File: src/rtl/dram_write_buffer_pkg.sv
// Shared types, constants and helpers for the scratchpad DRAM write path.
//   dram_wbuf_entry_t  : one buffered write beat (addr, wdata, strb)
//   DRAM_BEAT_BYTES    : bytes per DRAM beat
//   LANES_PER_BEAT     : 16-bit scratchpad lanes per DRAM beat
//   lane_mask_to_strb  : row lane mask + beat index -> byte strobe
package dram_write_buffer_pkg;

  localparam int unsigned DRAM_BEAT_BYTES = 8;
  localparam int unsigned LANES_PER_BEAT  = 4;
  localparam int unsigned WBUF_ADDR_WIDTH = 32;
  // Widest row mask the strobe helper understands (8 beats x 4 lanes).
  localparam int unsigned WBUF_MASK_WIDTH = 32;

  typedef struct packed {
    logic [WBUF_ADDR_WIDTH-1:0] addr;
    logic [63:0]                wdata;
    logic [DRAM_BEAT_BYTES-1:0] strb;
  } dram_wbuf_entry_t;

  // Each 16-bit lane enables two adjacent byte strobes.
  function automatic logic [DRAM_BEAT_BYTES-1:0] lane_mask_to_strb(
    input logic [WBUF_MASK_WIDTH-1:0] mask,
    input logic [2:0]                 beat_idx
  );
    logic [DRAM_BEAT_BYTES-1:0] s;
    int unsigned idx;
    s = '0;
    for (int unsigned i = 0; i < LANES_PER_BEAT; i++) begin
      idx = LANES_PER_BEAT * int'(beat_idx) + i;
      s[2*i +: 2] = {2{mask[idx]}};
    end
    return s;
  endfunction

endpackage

File: src/rtl/dram_write_buffer_if.sv
// Write-latch and DRAM-controller signals of dram_write_buffer.
//   slave  : the buffer's view (beat in, request out, acks in, status out)
//   master : the surrounding environment's view
interface dram_write_buffer_if #(
  parameter int unsigned DRAM_ADDR_WIDTH = 32,
  parameter int unsigned NUM_COLS        = 32,
  parameter int unsigned MAX_OUTSTANDING = 8
);
  localparam int unsigned OUT_W = $clog2(MAX_OUTSTANDING + 1);

  logic                       in_valid;
  logic [63:0]                in_wdata;
  logic [DRAM_ADDR_WIDTH-1:0] in_addr;
  logic [NUM_COLS-1:0]        in_mask;
  logic                       be_stall;
  logic                       dram_req_valid;
  logic                       dram_req_ready;
  logic [DRAM_ADDR_WIDTH-1:0] dram_req_addr;
  logic [63:0]                dram_req_wdata;
  logic [7:0]                 dram_req_strb;
  logic                       dram_resp_valid;
  logic [OUT_W-1:0]           outstanding;
  logic                       idle;
  logic                       err_resp;

  modport slave (
    input  in_valid, in_wdata, in_addr, in_mask, dram_req_ready, dram_resp_valid,
    output be_stall, dram_req_valid, dram_req_addr, dram_req_wdata, dram_req_strb,
           outstanding, idle, err_resp
  );

  modport master (
    output in_valid, in_wdata, in_addr, in_mask, dram_req_ready, dram_resp_valid,
    input  be_stall, dram_req_valid, dram_req_addr, dram_req_wdata, dram_req_strb,
           outstanding, idle, err_resp
  );
endinterface

File: src/rtl/dram_write_buffer_sync_fifo.sv
// scpad_sync_fifo: generic synchronous FIFO.
//   clk, n_rst (async active-low), wr_en/wr_data, rd_en/rd_data,
//   full, empty, count. rd_data shows the head entry, 0 when empty.
//   Writes while full and reads while empty are ignored.
module scpad_sync_fifo #(
  parameter int unsigned WIDTH = 8,
  parameter int unsigned DEPTH = 4
) (
  input  logic                     clk,
  input  logic                     n_rst,
  input  logic                     wr_en,
  input  logic [WIDTH-1:0]         wr_data,
  input  logic                     rd_en,
  output logic [WIDTH-1:0]         rd_data,
  output logic                     full,
  output logic                     empty,
  output logic [$clog2(DEPTH):0]   count
);
  localparam int unsigned PTR_W = $clog2(DEPTH);
  localparam int unsigned CNT_W = PTR_W + 1;

  logic [WIDTH-1:0] mem [DEPTH];
  logic [PTR_W-1:0] wr_ptr;
  logic [PTR_W-1:0] rd_ptr;
  logic             wr_do;
  logic             rd_do;

  assign full  = (count == CNT_W'(DEPTH));
  assign empty = (count == '0);
  assign wr_do = wr_en && !full;
  assign rd_do = rd_en && !empty;

  always_ff @(posedge clk or negedge n_rst) begin
    if (!n_rst) begin
      wr_ptr <= '0;
      rd_ptr <= '0;
      count  <= '0;
    end else begin
      if (wr_do) wr_ptr <= wr_ptr + PTR_W'(1);
      if (rd_do) rd_ptr <= rd_ptr + PTR_W'(1);
      case ({wr_do, rd_do})
        2'b10:   count <= count + CNT_W'(1);
        2'b01:   count <= count - CNT_W'(1);
        default: count <= count;
      endcase
    end
  end

  // Storage needs no reset: the head is masked to zero whenever empty.
  always_ff @(posedge clk) begin
    if (wr_do) mem[wr_ptr] <= wr_data;
  end

  assign rd_data = empty ? '0 : mem[rd_ptr];

endmodule

File: src/rtl/dram_write_buffer.sv
// dram_write_buffer: buffers write beats from the scratchpad write latch,
// converts the row lane mask to a byte strobe, issues beats to the DRAM
// controller and tracks unacked writes.
//   clk, n_rst : clock, async active-low reset
//   bus        : dram_write_buffer_if.slave (latch beat in + be_stall,
//                DRAM request/ack channel, outstanding/idle/err_resp status)
module dram_write_buffer
  import dram_write_buffer_pkg::*;
#(
  parameter int unsigned DEPTH           = 4,
  parameter int unsigned DRAM_ADDR_WIDTH = 32,
  parameter int unsigned NUM_COLS        = 32,
  parameter int unsigned MAX_OUTSTANDING = 8
) (
  input  logic                clk,
  input  logic                n_rst,
  dram_write_buffer_if.slave  bus
);
  localparam int unsigned OUT_W = $clog2(MAX_OUTSTANDING + 1);
  localparam int unsigned CNT_W = $clog2(DEPTH) + 1;

  typedef struct packed {
    logic [DRAM_ADDR_WIDTH-1:0] addr;
    logic [63:0]                wdata;
    logic [DRAM_BEAT_BYTES-1:0] strb;
  } entry_t;

  entry_t                     in_entry;
  entry_t                     head;
  logic [WBUF_MASK_WIDTH-1:0] mask_ext;
  logic                       accept;
  logic                       push;
  logic                       issue;
  logic                       req_valid;
  logic                       fifo_full;
  logic                       fifo_empty;
  logic [CNT_W-1:0]           fifo_count;
  logic [OUT_W-1:0]           outstanding;
  logic                       err_resp;

  assign mask_ext = WBUF_MASK_WIDTH'(bus.in_mask);

  always_comb begin
    in_entry       = '0;
    in_entry.addr  = bus.in_addr;
    in_entry.wdata = bus.in_wdata;
    in_entry.strb  = lane_mask_to_strb(mask_ext, bus.in_addr[4:2]);
  end

  // Stall depends on registered occupancy only, so dram_req_ready never
  // reaches be_stall combinationally; a same-cycle dequeue frees the slot
  // one cycle later.
  assign accept = bus.in_valid && !fifo_full;
  // A beat whose strobe is all zero is consumed from the latch but dropped.
  assign push   = accept && (in_entry.strb != '0);

  assign req_valid = !fifo_empty && (outstanding < OUT_W'(MAX_OUTSTANDING));
  assign issue     = req_valid && bus.dram_req_ready;

  scpad_sync_fifo #(
    .WIDTH ($bits(entry_t)),
    .DEPTH (DEPTH)
  ) u_fifo (
    .clk     (clk),
    .n_rst   (n_rst),
    .wr_en   (push),
    .wr_data (in_entry),
    .rd_en   (issue),
    .rd_data (head),
    .full    (fifo_full),
    .empty   (fifo_empty),
    .count   (fifo_count)
  );

  // Increments only on an issue, so once req_valid is up the limit cannot
  // drop it before the handshake.
  always_ff @(posedge clk or negedge n_rst) begin
    if (!n_rst) begin
      outstanding <= '0;
      err_resp    <= 1'b0;
    end else begin
      case ({issue, bus.dram_resp_valid})
        2'b10: outstanding <= outstanding + OUT_W'(1);
        2'b01: begin
          if (outstanding == '0) err_resp <= 1'b1;
          else                   outstanding <= outstanding - OUT_W'(1);
        end
        default: outstanding <= outstanding;
      endcase
    end
  end

  assign bus.be_stall       = fifo_full;
  assign bus.dram_req_valid = req_valid;
  assign bus.dram_req_addr  = head.addr;
  assign bus.dram_req_wdata = head.wdata;
  assign bus.dram_req_strb  = head.strb;
  assign bus.outstanding    = outstanding;
  assign bus.idle           = (fifo_count == '0) && (outstanding == '0);
  assign bus.err_resp       = err_resp;

endmodule

File: src/flat_wrapper.sv
// flat-port wrapper written by rule: the top's interface ports become plain ports
module dram_write_buffer_flat import dram_write_buffer_pkg::*;
#(
  parameter int unsigned DEPTH           = 4,
  parameter int unsigned DRAM_ADDR_WIDTH = 32,
  parameter int unsigned NUM_COLS        = 32,
  parameter int unsigned MAX_OUTSTANDING = 8
)
  (clk, n_rst, bus_in_valid, bus_in_wdata, bus_in_addr, bus_in_mask, bus_dram_req_ready, bus_dram_resp_valid, bus_be_stall, bus_dram_req_valid, bus_dram_req_addr, bus_dram_req_wdata, bus_dram_req_strb, bus_outstanding, bus_idle, bus_err_resp);
  dram_write_buffer_if #(.DRAM_ADDR_WIDTH(DRAM_ADDR_WIDTH), .NUM_COLS(NUM_COLS), .MAX_OUTSTANDING(MAX_OUTSTANDING)) bus_i ();
  input  logic clk;
  input  logic n_rst;
  input wire logic [$bits(bus_i.in_valid)-1:0] bus_in_valid;
  input wire logic [$bits(bus_i.in_wdata)-1:0] bus_in_wdata;
  input wire logic [$bits(bus_i.in_addr)-1:0] bus_in_addr;
  input wire logic [$bits(bus_i.in_mask)-1:0] bus_in_mask;
  input wire logic [$bits(bus_i.dram_req_ready)-1:0] bus_dram_req_ready;
  input wire logic [$bits(bus_i.dram_resp_valid)-1:0] bus_dram_resp_valid;
  output wire logic [$bits(bus_i.be_stall)-1:0] bus_be_stall;
  output wire logic [$bits(bus_i.dram_req_valid)-1:0] bus_dram_req_valid;
  output wire logic [$bits(bus_i.dram_req_addr)-1:0] bus_dram_req_addr;
  output wire logic [$bits(bus_i.dram_req_wdata)-1:0] bus_dram_req_wdata;
  output wire logic [$bits(bus_i.dram_req_strb)-1:0] bus_dram_req_strb;
  output wire logic [$bits(bus_i.outstanding)-1:0] bus_outstanding;
  output wire logic [$bits(bus_i.idle)-1:0] bus_idle;
  output wire logic [$bits(bus_i.err_resp)-1:0] bus_err_resp;
  assign bus_i.in_valid = bus_in_valid;
  assign bus_i.in_wdata = bus_in_wdata;
  assign bus_i.in_addr = bus_in_addr;
  assign bus_i.in_mask = bus_in_mask;
  assign bus_i.dram_req_ready = bus_dram_req_ready;
  assign bus_i.dram_resp_valid = bus_dram_resp_valid;
  assign bus_be_stall = bus_i.be_stall;
  assign bus_dram_req_valid = bus_i.dram_req_valid;
  assign bus_dram_req_addr = bus_i.dram_req_addr;
  assign bus_dram_req_wdata = bus_i.dram_req_wdata;
  assign bus_dram_req_strb = bus_i.dram_req_strb;
  assign bus_outstanding = bus_i.outstanding;
  assign bus_idle = bus_i.idle;
  assign bus_err_resp = bus_i.err_resp;
  dram_write_buffer #(.DEPTH(DEPTH), .DRAM_ADDR_WIDTH(DRAM_ADDR_WIDTH), .NUM_COLS(NUM_COLS), .MAX_OUTSTANDING(MAX_OUTSTANDING)) u_core (.clk(clk), .n_rst(n_rst), .bus(bus_i));
endmodule
File: config.mk
export PLATFORM = sky130hd
export DESIGN_NAME = dram_write_buffer_flat
export DESIGN_NICKNAME = d
export VERILOG_FILES = /design/src/rtl/dram_write_buffer_pkg.sv /design/src/rtl/dram_write_buffer_if.sv /design/src/rtl/dram_write_buffer_sync_fifo.sv /design/src/rtl/dram_write_buffer.sv /design/src/flat_wrapper.sv
export SDC_FILE = /design/constraint.sdc
export NUM_CORES = 1
export LEC_CHECK = 0
export CORE_ASPECT_RATIO = 0.6
export CORE_MARGIN = 1.5
export CORE_UTILIZATION = 58
export CTS_CLUSTER_DIAMETER = 200
export CTS_CLUSTER_SIZE = 24
export DETAILED_ROUTE_END_ITERATION = 12
export GPL_TIMING_DRIVEN = 0
export PLACE_DENSITY = 0.9
export SLEW_MARGIN = 20
export SYNTH_ARGS = -nofsm -noshare
export SYNTH_HDL_FRONTEND = slang
export SYNTH_HIERARCHICAL = 1
export SYNTH_SLANG_ARGS = --single-unit
File: constraint.sdc
create_clock -name clk -period 11.75 [get_ports clk]
set_input_delay 2.35 -clock clk [delete_from_list [all_inputs] [get_ports clk]]
set_output_delay 2.35 -clock clk [all_outputs]
set_load 0.01 [all_outputs]
Run 1, wiring by layer:
(2 px per um) Only two layers are drawn.
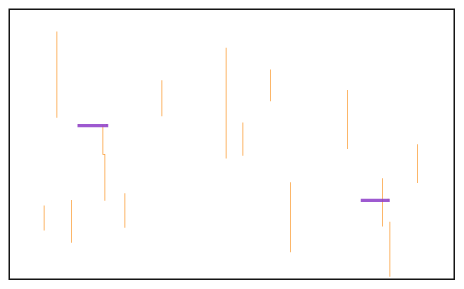
| colour | layer | wire length |
|---|---|---|
| orange | M4 | 372 um |
| purple | M5 | 26.7 um |

Run 1, metal 1:
(2 px per um) Supply wires on this layer in grey.
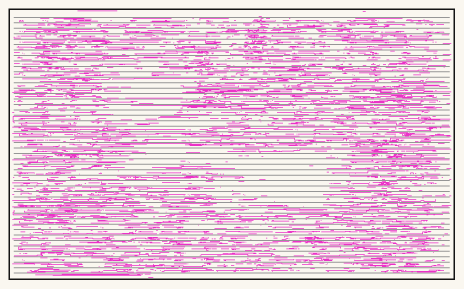
share of all routed wire: 42%
nets with wire on the layer: 1058
wire length on this layer: 14200 um
longest straight run: 58.4 um
main direction: horizontal
Vias: 8213
met1 GRT Util: 0.338

Run 1, gate-type map:
(3 px per um)
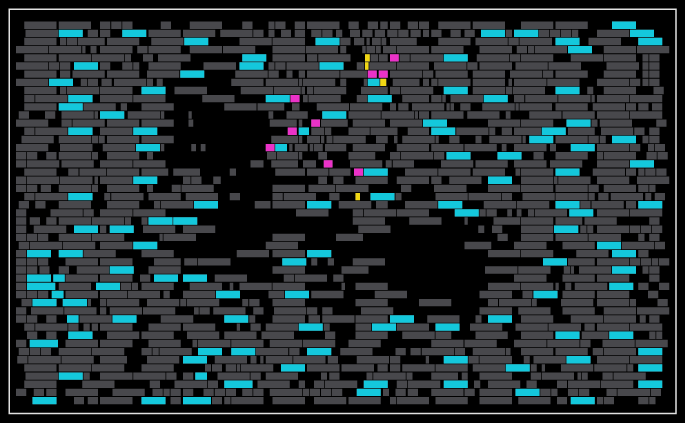
| colour | family | cells | where |
|---|---|---|---|
| yellow | nand cells | 4 | north |
| magenta | xor and xnor cells | 9 | north |
| cyan | mux cells | 119 | spread over the die |
most numerous logic cell after layout: edfxtp_1
Comb/total area: 0.177
Non-Filler Instances: 1396

==> results.sh, run 1 <==
# source this file to load flow results
export IMPL_synthArstFlopShare=0.0280
export IMPL_wl_met2_mm=16.8
export IMPL_wirelength_met1_mm=14.2
export IMPL_required_ns=12.20
export IMPL_synth_seq_cells=428
export IMPL_io_pins=245
export IMPL_fp_dieW_um=222
export IMPL_fin_setup_tns_ns=0
export IMPL_yosysTopAreaCell="edfxtp_1"
export IMPL_outcome="finished clean"
export IMPL_crit_chain="clkdlybuf4s50_1 -> clkbuf_1 -> mux4_2 -> mux2_2 -> nor4_2 -> nor3b_1 -> nor2b_1 -> inv_1 -> ha_1 -> inv_1 -> fa_1 -> xor2_1 -> nor2_1 -> xor2_1"
export IMPL_synth_top_area_share=0.750
export IMPL_gp_congestion=0.737
export IMPL_grt_busiest_layer="met2"
export IMPL_drv_slew=0
export IMPL_slowest_delay_ns=0.54
export IMPL_startpoint_type="input pin"
export IMPL_setup_violations_final=0
export IMPL_fmax_ghz=0.180
export IMPL_yosys_top_cells_area="edfxtp_1 (75%), mux4_2 (15%), and2_1 (4.1%), dfrtp_1 (1.8%), mux4_1 (0.63%)"
export IMPL_synth_area_yosys_mm2=0.0167
export IMPL_ys_top_cells_by_count="edfxtp_1 (416), and2_1 (109), mux4_2 (108)"
export IMPL_critPathKind="in -> reg"
export IMPL_critPathSlowestCell="clkdlybuf4s50_1"
export IMPL_fin_crit_ns=5.56
export IMPL_n_antenna_cell=1
export IMPL_adder_share=0.00571
export IMPL_worstSetupEndpointType="flip-flop"
export IMPL_lay_top_cells="edfxtp_1 (416), clkdlybuf4s50_1 (244), mux4_2 (108)"
export IMPL_dpl_worst_slack_ns=5.64
export IMPL_sw_frac_of_total=0.297
run 1: path summary, 6_finish.rpt:
path                                        startpoint                        end  slack [ns]  cells past startpoint
max in group asynchronous                        n_rst     u_core/u_fifo/count[2]        9.15                      1
min in group asynchronous                        n_rst  u_core/bus.outstanding[3]        2.19                      1
worst min-delay path               u_core/bus.err_resp        u_core/bus.err_resp        0.51                      1
worst max-delay path                    bus_in_addr[4]     u_core/u_fifo/count[2]        6.19                     14
worst max register to register  u_core/u_fifo/count[0]     u_core/u_fifo/count[2]        8.35                     13
worst min register to register     u_core/bus.err_resp        u_core/bus.err_resp        0.51                      1
Run 1, a small window of the routed layout:
Region (96, 79) to (126, 109) um. Cells in grey, sequential cells in the stronger grey; small squares are vias.
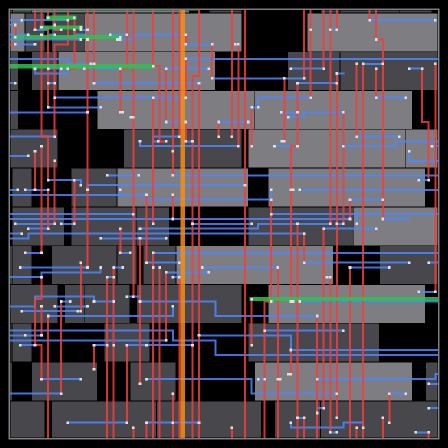

--- run 2 (diff from run 1) ---
--- a/config.mk
+++ b/config.mk
@@ -7,12 +7,12 @@
 export LEC_CHECK = 0
 export CORE_ASPECT_RATIO = 0.6
 export CORE_MARGIN = 1.5
-export CORE_UTILIZATION = 58
+export CORE_UTILIZATION = 54
 export CTS_CLUSTER_DIAMETER = 200
 export CTS_CLUSTER_SIZE = 24
 export DETAILED_ROUTE_END_ITERATION = 12
 export GPL_TIMING_DRIVEN = 0
-export PLACE_DENSITY = 0.9
+export PLACE_DENSITY = 0.84
 export SLEW_MARGIN = 20
 export SYNTH_ARGS = -nofsm -noshare
 export SYNTH_HDL_FRONTEND = slang
==> constraint.sdc (replaced) <==
create_clock -name clk -period 5.35 [get_ports clk]
set_input_delay 1.07 -clock clk [delete_from_list [all_inputs] [get_ports clk]]
set_output_delay 1.07 -clock clk [all_outputs]
set_load 0.01 [all_outputs]
Run 2, a small window of the routed layout:
Region (100, 82) to (130, 112) um. Cells in grey, sequential cells in the stronger grey; small squares are vias.
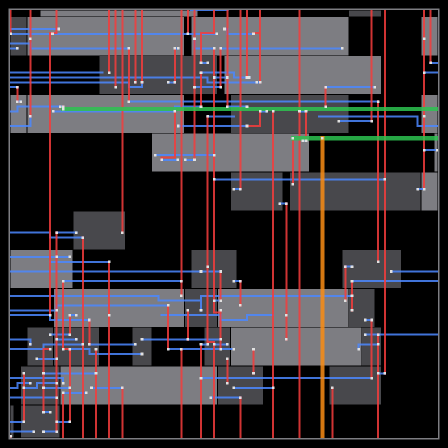
| colour | layer |
|---|---|
| orange | M4 |
| red | M2 |
| blue | M1 |
| green | M3 |
netlist names of flops here include: u_core/u_fifo/mem (6), u_core/u_fifo/rd_ptr (2)
cells with their middle in the window: 28
sequential cells in the window: 9
most frequent: edfxtp_1 (6), clkdlybuf4s50_1 (3), dfrtp_1 (3)

==> results.sh, run 2 <==
# source this file to load flow results
export IMPL_ys_top_cells_by_count="edfxtp_1 (416), and2_1 (109), mux4_2 (108)"
export IMPL_lay_top_cells="edfxtp_1 (416), clkdlybuf4s50_1 (244), mux4_2 (108)"
export IMPL_io_pins=245
export IMPL_synth_seq_cells=428
export IMPL_fin_crit_ns=4.11
export IMPL_min_delay_start="u_core/bus.err_resp"
export IMPL_worst_r2r_setup_slack_ns=2.02
export IMPL_yosys_top_cells_area="edfxtp_1 (75%), mux4_2 (15%), and2_1 (4.1%), dfrtp_1 (1.8%), mux4_1 (0.63%)"
export IMPL_synth_area_yosys_mm2=0.0167
export IMPL_startpoint_type="flip-flop"
export IMPL_maxCapViolCount=0
export IMPL_critPathSlowestCell="clkdlybuf4s50_1"
export IMPL_finalNonFillerCells=1436
export IMPL_cp_endpoint="bus_dram_req_addr[13]"
export IMPL_yosysTopAreaCell="edfxtp_1"
export IMPL_ant_nets=0
export IMPL_slowest_delay_ns=0.54
export IMPL_critPathKind="reg -> out"
export IMPL_worstSetupEndpointType="output pin"
export IMPL_worst_r2r_endpoint="u_core/u_fifo/count[2]"
export IMPL_rr_worst_depth=13
export IMPL_setup_violations_final=0
export IMPL_startpoint="u_core/u_fifo/rd_ptr[1]"
export IMPL_synth_top_area_share=0.750
export IMPL_sh_comb_area=0.177
export IMPL_dpl_worst_slack_ns=0.683
export IMPL_cp_depth=6
export IMPL_synthArstFlopShare=0.0280
export IMPL_die_y_um=139
export IMPL_n_antenna_cell=0
export IMPL_outcome="finished clean"
export IMPL_required_ns=4.28
export IMPL_vias=7998
export IMPL_min_to="u_core/bus.err_resp"
export IMPL_gp_congestion=0.715
export IMPL_whs_path_depth=1
export IMPL_drv_slew=0
export IMPL_regArea_mm2=0.0128
export IMPL_fp_dieW_um=230
export IMPL_fin_setup_tns_ns=0
export IMPL_crit_chain="clkbuf_1 -> buf_2 -> buf_2 -> mux4_2 -> and2_1 -> clkdlybuf4s50_1"
Run 2, track usage over the die:
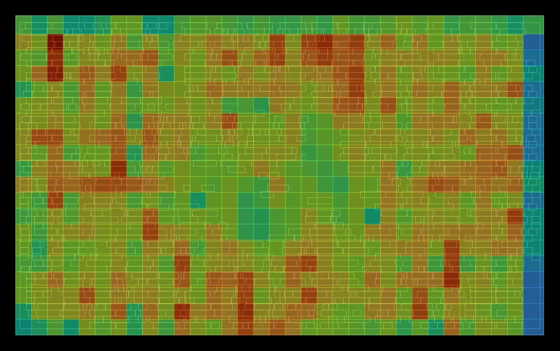
global-route met2 utilization: 0.333
DR WL/cell: 22.6 um
fraction of met3 tracks used by global routing: 0.0352
fin util: 0.678

-- run 2: per-layer routing --
layer,share of wire,global-route usage
met1,0.44,0.309
met2,0.49,0.333
met3,0.058,0.0352
met4,0.011,0.0299
met5,0,0
-- run 2: where the power goes --
| group | internal (mW) | switching, mW |
|---|---|---|
| clock network | 0.801 | 0.971 |
| logic | 2.45 | 2.04 |
| registers | 4.42 | 0.169 |
-- run 2: kinds of logic (layout without fill, tap and decap cells) --
group                      count (synthesis)  in the layout  share of synthesized area
AOI/OAI and AO/OA                          6              6                    0.00255
xor gates and xnor gates                   9              9                    0.00473
adders and majority gates                  7              7                    0.00571
buffers and inverters                     46            336                     0.0157
DFF                                      428            428                      0.768
muxes                                    119            119                      0.157
and+or+nand+nor                          123            123                     0.0463
Run 2, wiring by layer:
(2 px per um) Only two layers are drawn.
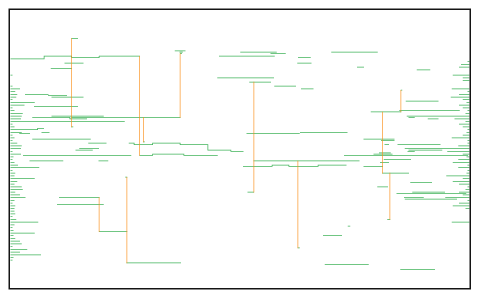

--- run 3 (diff from run 2) ---
==> constraint.sdc (replaced) <==
create_clock -name clk -period 4.3 [get_ports clk]
set_input_delay 0.86 -clock clk [delete_from_list [all_inputs] [get_ports clk]]
set_output_delay 0.86 -clock clk [all_outputs]
set_load 0.01 [all_outputs]
Run 3, wiring by layer:
(2 px per um) Only two layers are drawn.
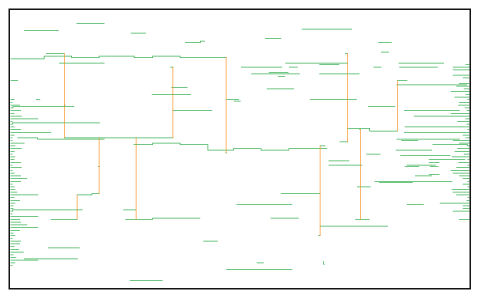
| colour | layer | wire length |
|---|---|---|
| green | M3 | 2040 um |
| orange | M4 | 365 um |

Run 3, metal 1:
(2 px per um) Supply wires on this layer in grey.
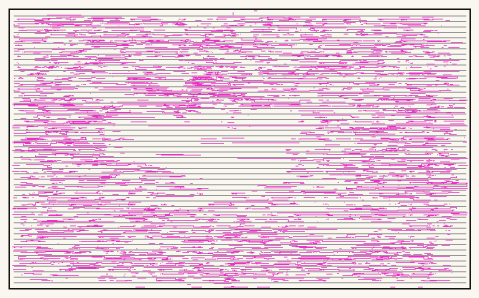
wire length on this layer: 14500 um
main direction: horizontal
longest straight run: 87.9 um
share of all routed wire: 44%
nets with wire on the layer: 1049

==> results.sh, run 3 <==
# source this file to load flow results
export IMPL_outcome="finished clean"
export IMPL_synthArstFlopShare=0.0280
export IMPL_combPwrFrac=0.418
export IMPL_fp_dieW_um=230
export IMPL_sh_comb_area=0.177
export IMPL_cp_depth=6
export IMPL_mux_area_frac=0.157
export IMPL_ys_sh_xor=0.00473
export IMPL_ys_sh_simple=0.0463
export IMPL_fin_crit_ns=3.91
export IMPL_critPathSlowestCell="clkdlybuf4s50_1"
export IMPL_pg_clk_mw=2.12
export IMPL_drt_wirelength_per_cell_um=23.3
export IMPL_p_seq_frac=0.425
export IMPL_required_ns=3.44
export IMPL_startpoint_type="flip-flop"
export IMPL_min_to="u_core/bus.err_resp"
export IMPL_ant_nets=0
export IMPL_p_switching_mw=3.97
export IMPL_rr_worst_depth=13
export IMPL_slowest_delay_ns=0.53
export IMPL_worstSetupEndpointType="output pin"
export IMPL_gp_congestion=0.724
export IMPL_clock_sinks=428
export IMPL_synth_seq_cells=428
export IMPL_startpoint="u_core/u_fifo/rd_ptr[1]"
export IMPL_synth_top_area_share=0.750
export IMPL_io_pins=245
export IMPL_p_int_mw=9.48
export IMPL_clock_power_share=0.158
export IMPL_maxCapViolCount=0
export IMPL_yosys_top_cells_area="edfxtp_1 (75%), mux4_2 (15%), and2_1 (4.1%), dfrtp_1 (1.8%), mux4_1 (0.63%)"
export IMPL_aoi_share=0.00255
export IMPL_vias=8084
export IMPL_worst_r2r_setup_slack_ns=0.93
export IMPL_power_combinational_mw=5.62
export IMPL_die_y_um=139
export IMPL_n_antenna_cell=0
export IMPL_worst_r2r_endpoint="u_core/u_fifo/count[2]"
export IMPL_lay_top_cells="edfxtp_1 (416), clkdlybuf4s50_1 (244), mux4_2 (108)"
export IMPL_critPathKind="reg -> out"
export IMPL_ys_top_cells_by_count="edfxtp_1 (416), and2_1 (109), mux4_2 (108)"
export IMPL_adder_share=0.00571
export IMPL_largest_register="u_core/u_fifo/mem"
export IMPL_finalNonFillerCells=1427
==> run 3: cell counts after synthesis <==
No cell type changed its count.
==> run 3: stage by stage <==
step / setup WS [ns] / power (mW) / utilization / setup TNS [ns] / area [um^2]
5_1_grt: 0.0476 / 14.1 / 0.676 / 0 / 20400
3_5_place_dp: -0.157 / 11.5 / 0.657 / -8.57 / 19800
3_3_place_gp: -1.47 / 11.3 / 0.650 / -588.72 / 19600
4_1_cts: 0.293 / 13.6 / 0.676 / 0 / 20400
2_1_floorplan: 0.413 / 8.83 / - / 0 / 16700
6_report: 0.388 / 13.4 / 0.676 / 0 / 20400
==> run 3: routing by layer <==
metal | part of all wire | GRT usage
met5 | 0 | 0
met4 | 0.011 | 0.0261
met2 | 0.49 | 0.345
met1 | 0.44 | 0.316
met3 | 0.061 | 0.0364
Power and IR drop assume default switching activity.
